File: config.mk
export PLATFORM = sky130hd
export DESIGN_NAME = rps_requester_flat
export DESIGN_NICKNAME = d
export VERILOG_FILES = /design/src/rtl/rps_pkg.sv /design/src/rtl/rps_requester_if.sv /design/src/rtl/rps_chan.sv /design/src/rtl/rps_requester.sv /design/src/flat_wrapper.sv
export SDC_FILE = /design/constraint.sdc
export NUM_CORES = 1
export LEC_CHECK = 0
export CAP_MARGIN = 20
export CORE_MARGIN = 10
export CORE_UTILIZATION = 54
export CTS_CLUSTER_DIAMETER = 200
export DETAILED_ROUTE_END_ITERATION = 12
export GPL_TIMING_DRIVEN = 0
export HOLD_SLACK_MARGIN = 0.06
export PLACE_DENSITY = 0.91
export SLEW_MARGIN = 20
export SYNTH_ARGS = -nofsm -noshare
export SYNTH_HDL_FRONTEND = slang
export SYNTH_SLANG_ARGS = --single-unit
File: constraint.sdc
create_clock -name clock -period 4.1 [get_ports clock]
set_clock_uncertainty 0.15 [all_clocks]
set_input_delay 0.41 -clock clock [delete_from_list [all_inputs] [get_ports clock]]
set_output_delay 0.41 -clock clock [all_outputs]
set_load 0.1 [all_outputs]
File: src/rtl/rps_pkg.sv
// Shared definitions for the rotating-priority-selector requester: channel count,
// index and pending-count types, default starvation limit and a one-hot encoder.
package rps_pkg;

    localparam int NUM_CH            = 4;
    localparam int DEF_CNT_W         = 3;
    localparam int DEF_STARVE_LIMIT  = 8;

    typedef logic [1:0]           ch_idx_t;
    typedef logic [DEF_CNT_W-1:0] cnt_t;

    function automatic ch_idx_t onehot_idx(input logic [NUM_CH-1:0] vec);
        ch_idx_t idx;
        idx = '0;
        for (int i = 0; i < NUM_CH; i++) begin
            if (vec[i]) idx = ch_idx_t'(i);
        end
        return idx;
    endfunction

endpackage

File: src/rtl/rps_requester_if.sv
// Requester <-> selector signal bundle; master is the requester side, slave the
// selector/environment side.
interface rps_requester_if;
    import rps_pkg::*;

    logic [NUM_CH-1:0] push;
    logic [NUM_CH-1:0] gnt;
    logic [NUM_CH-1:0] req;
    logic              en;
    logic [NUM_CH-1:0] full;
    logic              served_valid;
    ch_idx_t           served_id;
    logic [NUM_CH-1:0] overflow;
    logic              gnt_err;
    logic [NUM_CH-1:0] starve;

    modport master (
        input  push, gnt,
        output req, en, full, served_valid, served_id, overflow, gnt_err, starve
    );

    modport slave (
        output push, gnt,
        input  req, en, full, served_valid, served_id, overflow, gnt_err, starve
    );

endinterface

File: src/rtl/rps_chan.sv
// One requester channel: saturating pending-job counter, full/overflow flags and,
// when RPS_STARVE_MON_EN is defined, a wait counter driving starve.
module rps_chan #(
    parameter int CNT_W        = 3,
    parameter int STARVE_LIMIT = 8
) (
    input  logic clock,
    input  logic reset,
    input  logic push,
    input  logic gnt_bit,
    input  logic take,
    output logic req,
    output logic full,
    output logic overflow,
    output logic starve
);

    localparam logic [CNT_W-1:0] MAX_CNT = '1;

    logic [CNT_W-1:0] count;

    assign req  = (count != '0);
    assign full = (count == MAX_CNT);

    // A push paired with an accepted grant is a net no-op, even when full.
    always_ff @(posedge clock or posedge reset) begin
        if (reset) begin
            count    <= '0;
            overflow <= 1'b0;
        end else if (push && !take) begin
            if (full) overflow <= 1'b1;
            else      count    <= count + 1'b1;
        end else if (take && !push) begin
            count <= count - 1'b1;
        end
    end

`ifdef RPS_STARVE_MON_EN
    localparam int               WAIT_W = $clog2(STARVE_LIMIT + 1);
    localparam logic [WAIT_W-1:0] LIMIT = WAIT_W'(STARVE_LIMIT);

    logic [WAIT_W-1:0] wait_cnt;

    always_ff @(posedge clock or posedge reset) begin
        if (reset) begin
            wait_cnt <= '0;
        end else if (take || !req) begin
            wait_cnt <= '0;
        end else if (!gnt_bit && wait_cnt != LIMIT) begin
            wait_cnt <= wait_cnt + 1'b1;
        end
    end

    assign starve = (wait_cnt >= LIMIT);
`else
    logic unused_gnt_bit;
    assign unused_gnt_bit = gnt_bit;
    assign starve         = 1'b0;
`endif

endmodule

File: src/rtl/rps_requester.sv
// Four-channel job requester for a rotating priority selector: validates grants,
// decrements the granted channel and reports the served channel one cycle later.
// Optional starvation monitor enabled by RPS_STARVE_MON_EN.
module rps_requester
    import rps_pkg::*;
#(
    parameter int CNT_W        = DEF_CNT_W,
    parameter int STARVE_LIMIT = DEF_STARVE_LIMIT
) (
    input  logic           clock,
    input  logic           reset,
    rps_requester_if.master bus
);

    logic [NUM_CH-1:0] req_vec;
    logic [NUM_CH-1:0] full_vec;
    logic [NUM_CH-1:0] ovf_vec;
    logic [NUM_CH-1:0] starve_vec;
    logic [NUM_CH-1:0] take;
    logic              onehot;
    logic              legal;

    // Only a one-hot grant to a channel with pending work is accepted.
    assign onehot = (bus.gnt != '0) && ((bus.gnt & (bus.gnt - 1'b1)) == '0);
    assign legal  = onehot && ((bus.gnt & req_vec) != '0);
    assign take   = legal ? bus.gnt : '0;

    for (genvar i = 0; i < NUM_CH; i++) begin : g_chan
        rps_chan #(
            .CNT_W        (CNT_W),
            .STARVE_LIMIT (STARVE_LIMIT)
        ) u_chan (
            .clock    (clock),
            .reset    (reset),
            .push     (bus.push[i]),
            .gnt_bit  (bus.gnt[i]),
            .take     (take[i]),
            .req      (req_vec[i]),
            .full     (full_vec[i]),
            .overflow (ovf_vec[i]),
            .starve   (starve_vec[i])
        );
    end

    assign bus.req      = req_vec;
    assign bus.en       = |req_vec;
    assign bus.full     = full_vec;
    assign bus.overflow = ovf_vec;
    assign bus.starve   = starve_vec;

    always_ff @(posedge clock or posedge reset) begin
        if (reset) begin
            bus.gnt_err      <= 1'b0;
            bus.served_valid <= 1'b0;
            bus.served_id    <= '0;
        end else begin
            if (bus.gnt != '0 && !legal) bus.gnt_err <= 1'b1;
            bus.served_valid <= legal;
            if (legal) bus.served_id <= onehot_idx(bus.gnt);
        end
    end

endmodule

File: src/flat_wrapper.sv
// flat-port wrapper written by rule: the top's interface ports become plain ports
module rps_requester_flat import rps_pkg::*;
#(
    parameter int CNT_W        = DEF_CNT_W,
    parameter int STARVE_LIMIT = DEF_STARVE_LIMIT
)
  (clock, reset, bus_push, bus_gnt, bus_req, bus_en, bus_full, bus_served_valid, bus_served_id, bus_overflow, bus_gnt_err, bus_starve);
  rps_requester_if bus_i ();
  input  logic clock;
  input  logic reset;
  input wire logic [$bits(bus_i.push)-1:0] bus_push;
  input wire logic [$bits(bus_i.gnt)-1:0] bus_gnt;
  output wire logic [$bits(bus_i.req)-1:0] bus_req;
  output wire logic [$bits(bus_i.en)-1:0] bus_en;
  output wire logic [$bits(bus_i.full)-1:0] bus_full;
  output wire logic [$bits(bus_i.served_valid)-1:0] bus_served_valid;
  output wire logic [$bits(bus_i.served_id)-1:0] bus_served_id;
  output wire logic [$bits(bus_i.overflow)-1:0] bus_overflow;
  output wire logic [$bits(bus_i.gnt_err)-1:0] bus_gnt_err;
  output wire logic [$bits(bus_i.starve)-1:0] bus_starve;
  assign bus_i.push = bus_push;
  assign bus_i.gnt = bus_gnt;
  assign bus_req = bus_i.req;
  assign bus_en = bus_i.en;
  assign bus_full = bus_i.full;
  assign bus_served_valid = bus_i.served_valid;
  assign bus_served_id = bus_i.served_id;
  assign bus_overflow = bus_i.overflow;
  assign bus_gnt_err = bus_i.gnt_err;
  assign bus_starve = bus_i.starve;
  rps_requester #(.CNT_W(CNT_W), .STARVE_LIMIT(STARVE_LIMIT)) u_core (.clock(clock), .reset(reset), .bus(bus_i));
endmodule
Figure 1. Cell placement (run 1).
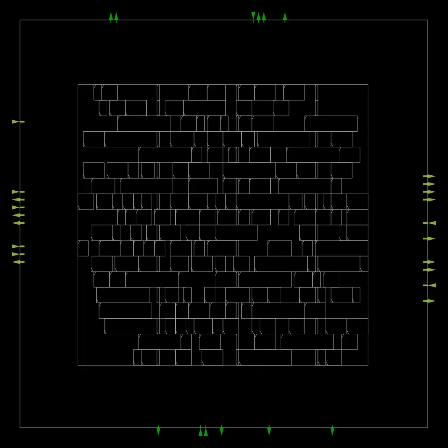
final non-filler cell total: 205
tapcell count: 30

Figure 2. Signal wires by layer (run 1).
Drawn at 6 px/um. Only two layers are drawn.
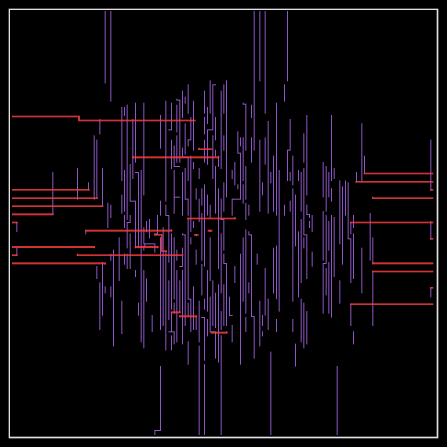
layer	color	wire length
metal 3	red	262 um
metal 2	purple	1690 um

==> flow_summary.yaml, run 1 <==
# synthesis and place-and-route metrics
outcome:
  outcome: "completed"
cts:
  tritoncts: "yes"
  cts-resized-gates: 0
  post_cts_buffers: 0
  cts-root-buf: "clkbuf_4"
worst_setup_path:
  cpPeakStageDelay_ns: 0.96
  reg2reg_slack_ns: 1.26
  worst_setup_path_start_kind: "flop"
  path_class: "flop to output port"
  r2r_end: "u_core.g_chan[3].u_chan.count[2]$_DFFE_PP0P_"
  cp-end-kind: "output port"
  reg2reg_depth: 8
global_route:
  grt_max_degree: 21
  gr-usage-met3: 0.0502
  overflow: 0
  grt_usage: 0.136
  antenna_found_initial: 0
  use_met2: 0.232
final_timing:
  worst_pin_slew_ns: 0.985
  fmax_ghz: 0.318
  slew-limit-headroom: 0.341
  period_needed_ns: 3.14
placement:
  gp_congestion: 0.794
  placed_cells: 202
  dpl_cell_area_mm2: 0.00169
  portBuffers: 23
routing:
  drt-total-wl_mm: 3.33
  first_pass_iters: 4
  ant_nets: 0
synth:
  top_area_cell: "dfrtp_1"
  synth-edff-count: 0
  netlist_area_mm2: 0.00141
  synthFlopType: "dfrtp_1"
  ys_chip_area_mm2: 0.00141
  synth_seq_share: 0.355
  yosysWarnings: 0
floorplan:
  io_pins: 31
  initCoreUtil: 0.570
  dieArea_mm2: 0.00506
min_path:
  hold_end: "u_core.bus.gnt_err$_DFFE_PP0P_"
  min_path_type: "input port to flop"
finish:
  largest_reg_flops: 12
  fin_nets: 191
  regMostFlops: "u_core.g_chan.u_chan.count"
  drive_gt1_frac: 0.189
run:
  max_cap_violations: 0
Figure 3. Wiring heat map (run 1).
Drawn at 4 px/um. 14 x 14 tiles, from dark purple (low) to yellow (high), scaled to the fullest tile. Values are wire area over tile area, all layers added.
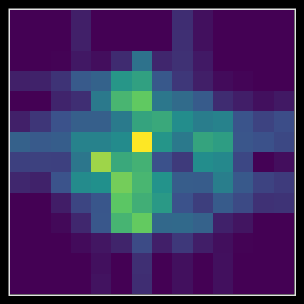
densest ninth of the die	center
fullest tile	0.58
emptiest ninth of the die	upper right
mean over tiles	0.11
tiles over half the peak	11%
nearly empty tiles	34%

Figure 4. Zoomed window (run 1).
Window x 21 to 51, y 21 to 51 um. Cells in gray, sequential cells in the stronger gray; small squares are vias.
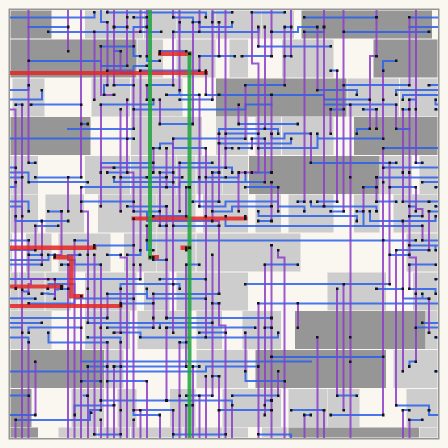
layer	color
metal 4	green
metal 2	purple
metal 1	blue
metal 3	red
netlist names of flops here include	u_core.g_chan.u_chan.count (5), u_core.bus.served_id (2)
most frequent	dfrtp_1 (9), a21oi_1 (4), o31ai_1 (4)
sequential cells in the window	9
cells with their middle in the window	73

## run 1: tightest hold or removal path: stages
cell	delay, ns
buf_6	0.10
a2111oi_0	0.06
a21oi_1	0.11
## run 1: power breakdown
part	total (W)	internal (W)	switching (W)
registers	0.000342	0.000257	0.0000851
logic	0.000674	0.000228	0.000446
clock network	0.0000915	0.0000343	0.0000572
## run 1: how the worst max path moves through the flow
stage / startpoint / endpoint / cells past startpoint
floorplan: u_core.g_chan[3].u_chan.count[0]$_DFFE_PP0P_ / u_core.g_chan[3].u_chan.count[2]$_DFFE_PP0P_ / 8
global placement: bus_gnt[2] / u_core.g_chan[2].u_chan.count[1]$_DFFE_PP0P_ / 6
detailed placement: bus_gnt[2] / u_core.g_chan[2].u_chan.count[2]$_DFFE_PP0P_ / 8
CTS: u_core.g_chan[3].u_chan.count[0]$_DFFE_PP0P_ / bus_en / 3
global route: u_core.g_chan[3].u_chan.count[0]$_DFFE_PP0P_ / bus_en / 3
finish: u_core.g_chan[2].u_chan.count[2]$_DFFE_PP0P_ / bus_req[2] / 4
## run 1: cell usage after synthesis (2+ instances only)
library cell / instances
o21ai_1: 2
and3_1: 3
nand2_1: 2
nand2b_1: 2
mux2_2: 3
fa_1: 4
o21ai_0: 4
o22a_1: 2
nor4_1: 3
nor3b_1: 2
nand3_1: 5
nor3_1: 5
inv_1: 13
mux2i_1: 2
o31ai_1: 4
o211ai_1: 3
a21oi_1: 11
nor4b_1: 2
or4b_1: 2
buf_2: 3
xor2_1: 3
o21ba_2: 2
dfrtp_1: 20
nor2_1: 2
or4b_4: 2
o211a_1: 2
o21bai_1: 3
buf_4: 16
buf_6: 2
## run 1: per-stage QoR
stage,hold slack [ns],total power [W]
2_1_floorplan,0.224,0.000863
3_3_place_gp,0.306,0.000977
3_5_place_dp,0.314,0.00102
4_1_cts,0.269,0.00111
5_1_grt,0.268,0.00118
6_report,0.277,0.00111
## run 1: layout make-up
class / instances / area (um2) / share of cell area
Inverter: 13 / 48.8 / 0.0285
Clock buffer: 3 / 22.5 / 0.0131
Sequential cell: 20 / 500 / 0.292
Buffer: 22 / 161 / 0.0942
Tap cell: 30 / 37.5 / 0.0219
Timing Repair Buffer: 23 / 230 / 0.134
Multi-Input combinational cell: 94 / 712 / 0.416
## run 1: cells by family after synthesis
group	share of synthesized area
multiplexers	0.0381
buffers and inverters	0.149
AND-OR/OR-AND	0.229
XOR/XNOR	0.0186
other	0.00266
adder cells (fa/ha/maj)	0.0567
AND/OR/NAND/NOR	0.152
flip-flops	0.355
## run 1: cell usage in the layout (no fill, tap or decap), drive strengths merged, types with 4 or more instances in the layout
| cell | instances |
|---|---|
| or4b | 4 |
| nor3 | 5 |
| dfrtp | 20 |
| clkdlybuf4s50 | 23 |
| a21oi | 11 |
| clkbuf | 4 |
| fa | 4 |
| o31ai | 4 |
| o21ai | 7 |
| inv | 13 |
| conb | 4 |
| nand3 | 5 |
| buf | 21 |
## run 1: layer usage
metal | vias up | share of wire
met5 | - | 0
met4 | 0 | 0.015
met3 | 5 | 0.079
met2 | 39 | 0.51
met1 | 565 | 0.40
li1 | 578 | -
Figure 5. Selected gate families (run 1).
Drawn at 6 px/um.
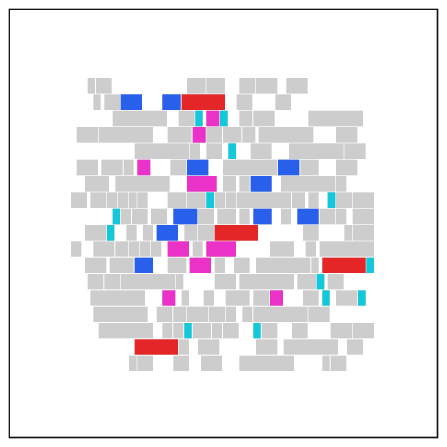

==> run 2, diff against run 1 <==
--- a/config.mk
+++ b/config.mk
@@ -7,12 +7,12 @@
 export LEC_CHECK = 0
 export CAP_MARGIN = 20
 export CORE_MARGIN = 10
-export CORE_UTILIZATION = 54
+export CORE_UTILIZATION = 50
 export CTS_CLUSTER_DIAMETER = 200
 export DETAILED_ROUTE_END_ITERATION = 12
 export GPL_TIMING_DRIVEN = 0
 export HOLD_SLACK_MARGIN = 0.06
-export PLACE_DENSITY = 0.91
+export PLACE_DENSITY = 0.85
 export SLEW_MARGIN = 20
 export SYNTH_ARGS = -nofsm -noshare
 export SYNTH_HDL_FRONTEND = slang
==> constraint.sdc (replaced) <==
create_clock -name clock -period 3.1 [get_ports clock]
set_clock_uncertainty 0.15 [all_clocks]
set_input_delay 0.31 -clock clock [delete_from_list [all_inputs] [get_ports clock]]
set_output_delay 0.31 -clock clock [all_outputs]
set_load 0.1 [all_outputs]
Figure 6. Selected gate families (run 2).
Drawn at 4 px/um.
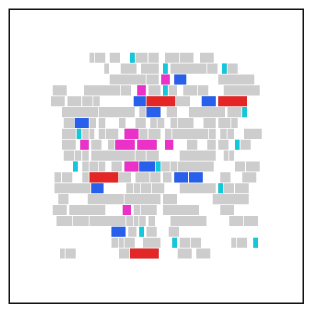
family	color	cells
adder and majority cells	red	4
AND-OR and OR-AND gates	blue	10
inverters	cyan	13
AND and OR gates	magenta	9
Comb/total area: 0.406
final non-filler cell total: 207

==> run 2 against run 1 <==
Compared with the run above: register-to-register slack got worse by 0.96 ns; final area increased by 2.3%; die size increased by 5.7%; sequential share of layout area decreased by 0.65 points; non-clock buffer count unchanged; final cell count increased by 0.98%; core utilization decreased by 5.1 points; total power increased by 38%; sequential cell count unchanged; wire length decreased by 7.5%; clock-buffer cell count unchanged; largest cell class unchanged.
==> flow_summary.yaml, run 2 <==
# synthesis and place-and-route metrics
finish:
  fin_nets: 191
  antenna_cells: 0
  drive_gt1_frac: 0.193
  largest_reg_flops: 12
  layout_top_cells: "clkdlybuf4s50_1 (20), dfrtp_1 (20), buf_4 (16)"
  regMostFlops: "u_core.g_chan.u_chan.count"
routing:
  wl_per_cell_um: 14.9
  ant_nets: 0
  drc: 0
  drt-total-wl_mm: 3.08
  first_pass_iters: 4
  vias: 1189
synth:
  syn_inst: 146
  ys_ff: 20
  ys_top_cells_by_count: "dfrtp_1 (20), buf_4 (16), inv_1 (13)"
  synth.most_common_cell: "dfrtp_1"
  synth-edff-count: 0
  synthDominantCellAreaShare: 0.355
  synth_seq_share: 0.355
  ys_chip_area_mm2: 0.00141
  netlist_area_mm2: 0.00141
  synthFlopType: "dfrtp_1"
  yosysWarnings: 0
  top_area_cell: "dfrtp_1"
  yosys.cell_types.count: 46
  avgSynthCellArea_um2: 9.67
global_route:
  antenna_found_initial: 0
  overflow: 0
  grt_max_degree: 21
  grt_usage: 0.122
cts:
  clock_sinks: 20
  cts-root-buf: "clkbuf_4"
  tritoncts: "yes"
min_path:
  min_path_type: "input port to flop"
final_timing:
  fmax_ghz: 0.340
  whs_ns: 0.173
  period_needed_ns: 2.94
  finalMaxSlewViolations: 0
  setup_viol: 0
  final_hold_viol_count: 0
  slew-limit-headroom: 0.341
  worst_pin_slew_ns: 0.986
worst_setup_path:
  cp-end-kind: "output port"
  cpPeakStageDelay_ns: 0.96
  path_class: "flop to output port"
  worstPathMaxFanout: 5
  worst_setup_path_start_kind: "flop"
pwr:
  leakagePower_nw: 0.724
  p_per_area_mw_per_mm2: 875
placement:
  place_ws_ns: 0.271
  place_hpwl_mm: 2.46
  gp_congestion: 0.841
  portBuffers: 23
outcome:
  outcome: "completed"
floorplan:
  io_pins: 31
  dieArea_mm2: 0.00535
  initCoreUtil: 0.516
run:
  max_cap_violations: 0
Figure 7. Zoomed window (run 2).
Window x 22 to 52, y 22 to 52 um. Cells in gray, sequential cells in the stronger gray; small squares are vias.
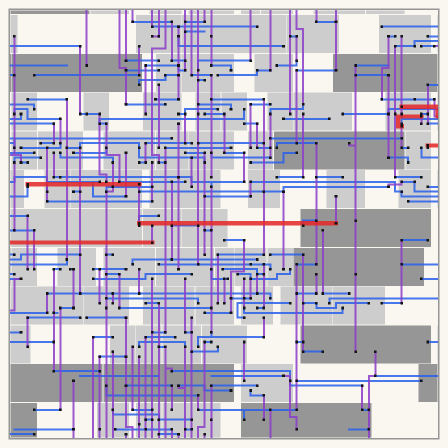
layer	color
metal 1	blue
metal 2	purple
metal 3	red
most frequent	dfrtp_1 (9), a21oi_1 (6)
cells with their middle in the window	62
sequential cells in the window	9
netlist names of flops here include	u_core.g_chan.u_chan.count (5), u_core.bus.served_id (2)

run 2: metal layers:
layer	global-route usage	up-vias	wire (um)
met3	0.0503	2	235
met5	0	-	0
met1	0.132	573	1260
li1	-	584	-
met2	0.221	30	1570
met4	0.0169	0	17
run 2: logic make-up (layout without fill, tap and decap cells):
logic type | count (synthesis) | count (layout) | share of synthesized area
AND-OR/OR-AND | 45 | 45 | 0.229
XOR/XNOR | 3 | 3 | 0.0186
adder cells (fa/ha/maj) | 4 | 4 | 0.0567
buffers and inverters | 35 | 62 | 0.149
flip-flops | 20 | 20 | 0.355
multiplexers | 5 | 5 | 0.0381
other | 1 | 4 | 0.00266
AND/OR/NAND/NOR | 33 | 33 | 0.152
run 2: cell type report:
cell class / instances / area, um2 / share of cell area
Clock inverter: 1 / 30.0 / 0.0171
Timing Repair Buffer: 23 / 238 / 0.136
Inverter: 13 / 48.8 / 0.0279
Clock buffer: 3 / 22.5 / 0.0129
Multi-Input combinational cell: 94 / 712 / 0.406
Sequential cell: 20 / 500 / 0.286
Tap cell: 31 / 38.8 / 0.0221
Buffer: 22 / 161 / 0.0921
run 2: worst reg2reg max path, cell delays in order, from the launching register on:
cell and delay, ns:
dfrtp_1 0.45, nor3_1 0.53, or2_1 0.20, buf_6 0.12, nand2_1 0.10, fa_1 0.48
nor4_1 0.43, a41o_1 0.16, a21oi_1 0.07
run 2: final timing paths:
path | from | to | slack [ns] | depth (start not counted)
max in group asynchronous | reset | u_core.g_chan[0].u_chan.count[1]$_DFFE_PP0P_ | 2.05 | 2
worst min-delay path | bus_gnt[0] | u_core.bus.gnt_err$_DFFE_PP0P_ | 0.17 | 3
worst min register to register | u_core.g_chan[0].u_chan.overflow$_DFFE_PP0P_ | u_core.g_chan[0].u_chan.overflow$_DFFE_PP0P_ | 0.33 | 1
worst max register to register | u_core.g_chan[3].u_chan.count[0]$_DFFE_PP0P_ | u_core.g_chan[3].u_chan.count[2]$_DFFE_PP0P_ | 0.30 | 8
worst max-delay path | u_core.g_chan[1].u_chan.count[0]$_DFFE_PP0P_ | bus_req[1] | 0.16 | 4
min in group asynchronous | reset | u_core.g_chan[3].u_chan.overflow$_DFFE_PP0P_ | 0.27 | 2
run 2: power breakdown:
group | total (W) | switching (W) | internal [W]
registers | 0.000448 | 0.000108 | 0.000340
logic | 0.000872 | 0.000573 | 0.000299
clock network | 0.000212 | 0.0000814 | 0.000131
total | 0.00153 | 0.000763 | 0.000770
run 2: what timing repair did:
item                       in CTS  in global routing
buffers inserted                0                  0
gates resized                   0                  3
setup endpoints to repair       0                  3
run 2: through the flow:
stage / instance area [um2] / power (W) / std cells
5_1_grt: 1750 / 0.00164 / 207
3_3_place_gp: 1690 / 0.00129 / 203
4_1_cts: 1740 / 0.00154 / 207
2_1_floorplan: 1420 / 0.00114 / 149
3_5_place_dp: 1690 / 0.00132 / 203
6_report: 1750 / 0.00153 / 207
==> run 3, diff against run 2 <==
--- a/config.mk
+++ b/config.mk
@@ -8,8 +8,8 @@
 export CAP_MARGIN = 20
 export CORE_MARGIN = 10
 export CORE_UTILIZATION = 50
-export CTS_CLUSTER_DIAMETER = 200
 export DETAILED_ROUTE_END_ITERATION = 12
+export GPL_ROUTABILITY_DRIVEN = 1
 export GPL_TIMING_DRIVEN = 0
 export HOLD_SLACK_MARGIN = 0.06
 export PLACE_DENSITY = 0.85
Figure 8. Zoomed window (run 3).
Window x 22 to 52, y 22 to 52 um. Cells in gray, sequential cells in the stronger gray; small squares are vias.
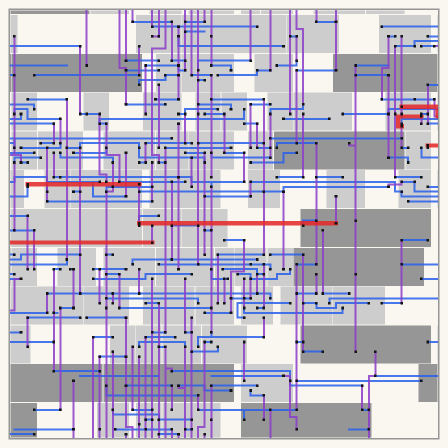
layer	color
metal 1	blue
metal 2	purple
metal 3	red
cells with their middle in the window	62
netlist names of flops here include	u_core.g_chan.u_chan.count (5), u_core.bus.served_id (2)
most frequent	dfrtp_1 (9), a21oi_1 (6)
sequential cells in the window	9

Figure 9. Signal wires by layer (run 3).
Drawn at 4 px/um. Only two layers are drawn.
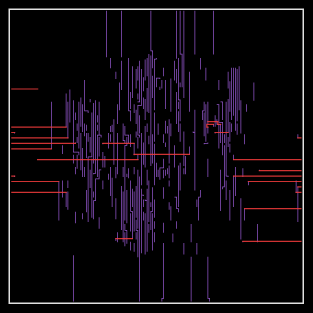
layer	color	wire length
metal 3	red	236 um
metal 2	purple	1570 um

==> run 3 against run 2 <==
Compared with the run above: final area did not move; die size is the same; wire length did not move; setup slack unchanged; final cell count unchanged; register-to-register slack barely moved; hold slack did not move; combinational power hardly changed; first-iteration DRC count is the same; critical path type unchanged; largest cell class unchanged; largest power group unchanged.
==> flow_summary.yaml, run 3 <==
# synthesis and place-and-route metrics
synth:
  synthFlopType: "dfrtp_1"
  syn_inst: 146
  ys_top_cells_by_count: "dfrtp_1 (20), buf_4 (16), inv_1 (13)"
  ys_chip_area_mm2: 0.00141
  netlist_area_mm2: 0.00141
  avgSynthCellArea_um2: 9.67
  yosysWarnings: 0
  ys_ff: 20
  synth.most_common_cell: "dfrtp_1"
  synthDominantCellAreaShare: 0.355
  synth_seq_share: 0.355
  top_area_cell: "dfrtp_1"
  yosys.cell_types.count: 46
  synth-edff-count: 0
global_route:
  antenna_found_initial: 0
  met1_usage: 0.132
  grt_usage: 0.122
  grt_max_degree: 21
  use_met2: 0.221
  overflow: 0
cts:
  post_cts_buffers: 0
  clock_sinks: 20
  cts-root-buf: "clkbuf_4"
  tritoncts: "yes"
worst_setup_path:
  r2r_start: "u_core.g_chan[3].u_chan.count[0]$_DFFE_PP0P_"
  cp-end-kind: "output port"
  r2r_end: "u_core.g_chan[3].u_chan.count[2]$_DFFE_PP0P_"
  reg2reg_depth: 8
  worstPathMaxFanout: 5
  path_class: "flop to output port"
  reg2reg_slack_ns: 0.30
run:
  max_cap_violations: 0
routing:
  first_pass_iters: 4
  wl_per_cell_um: 14.9
  ant_nets: 0
  drc: 0
  drt-total-wl_mm: 3.08
outcome:
  outcome: "completed"
finish:
  final_cells: 207
  mi_logic_area_um2: 712
  antenna_cells: 0
  fin_nets: 191
  drive_gt1_frac: 0.193
  regMostFlops: "u_core.g_chan.u_chan.count"
  largest_reg_flops: 12
final_timing:
  worst_pin_slew_ns: 0.986
  period_needed_ns: 2.94
  finalMaxSlewViolations: 0
  setup_viol: 0
  whs_ns: 0.173
  final_hold_viol_count: 0
  fmax_ghz: 0.340
min_path:
  hold_depth: 3
  min_from: "bus_gnt[0]"
  min_path_type: "input port to flop"
  hold_end: "u_core.bus.gnt_err$_DFFE_PP0P_"
placement:
  gp_congestion: 0.841
  placed_cells: 203
floorplan:
  io_pins: 31
  dieArea_mm2: 0.00535
  initCoreUtil: 0.516
pwr:
  p_per_area_mw_per_mm2: 875
  power.total_w: 0.00153
  leakagePower_nw: 0.724
  peakVddDrop_uv: 645
-- run 3: cell counts after synthesis --
No cell type changed its count.
-- run 3: worst max path at each step --
stage,startpoint,end,slack [ns],depth (start not counted)
4_1_cts,u_core.g_chan[2].u_chan.count[0]$_DFFE_PP0P_,bus_req[2],0.09,4
3_5_place_dp,bus_gnt[2],u_core.g_chan[2].u_chan.count[1]$_DFFE_PP0P_,0.27,6
6_report,u_core.g_chan[1].u_chan.count[0]$_DFFE_PP0P_,bus_req[1],0.16,4
2_1_floorplan,u_core.g_chan[3].u_chan.count[0]$_DFFE_PP0P_,u_core.g_chan[3].u_chan.count[2]$_DFFE_PP0P_,0.69,8
3_3_place_gp,bus_gnt[2],u_core.g_chan[2].u_chan.count[1]$_DFFE_PP0P_,0.34,6
5_1_grt,u_core.g_chan[1].u_chan.count[0]$_DFFE_PP0P_,bus_req[1],0.03,4
-- run 3: logic make-up (layout without fill, tap and decap cells) --
kind of cell,Yosys count,count (layout),share of synthesized area
other,1,4,0.00266
and+or+nand+nor,33,33,0.152
DFF,20,20,0.355
xor gates and xnor gates,3,3,0.0186
buffers and inverters,35,62,0.149
AOI/OAI and AO/OA,45,45,0.229
muxes,5,5,0.0381
adders and majority gates,4,4,0.0567
-- run 3: layout make-up --
class / count / area share
plain buffers: 22 / 0.0921
clock buffers: 3 / 0.0129
clock inverters: 1 / 0.0171
inverters: 13 / 0.0279
multi-input cells: 94 / 0.406
flip-flops and latches: 20 / 0.286
well taps: 31 / 0.0221
repair buffers: 23 / 0.136
-- run 3: power breakdown --
group	switching [W]	total [W]	leakage, nW	internal, W
clock network	0.0000814	0.000212	0.0279	0.000131
logic	0.000573	0.000872	0.486	0.000299
registers	0.000108	0.000448	0.210	0.000340
-- run 3: worst max-delay path, cell delays in order (launching register included) --
cell             delay, ns
dfrtp_1               0.46
nor3_1                0.44
inv_1                 0.16
buf_4                 0.16
clkdlybuf4s50_1       0.96
-- run 3: routing by layer --
layer	up-vias	wire length (um)	share of wire
met2	30	1570	0.51
met3	2	235	0.076
met5	-	0	0
li1	584	-	-
met4	0	17	0.0055
met1	573	1260	0.41
-- run 3: metrics by stage --
| stage | worst slack [ns] | utilization | instance area, um2 |
|---|---|---|---|
| after global placement | 0.341 | 0.619 | 1690 |
| after global routing | 0.0259 | 0.641 | 1750 |
| final | 0.157 | 0.641 | 1750 |
| after detailed placement | 0.271 | 0.619 | 1690 |
| after floorplan | 0.693 | - | 1420 |
| after CTS | 0.0912 | 0.638 | 1740 |
No activity file was given, so power comes from the tool's default toggle rates.
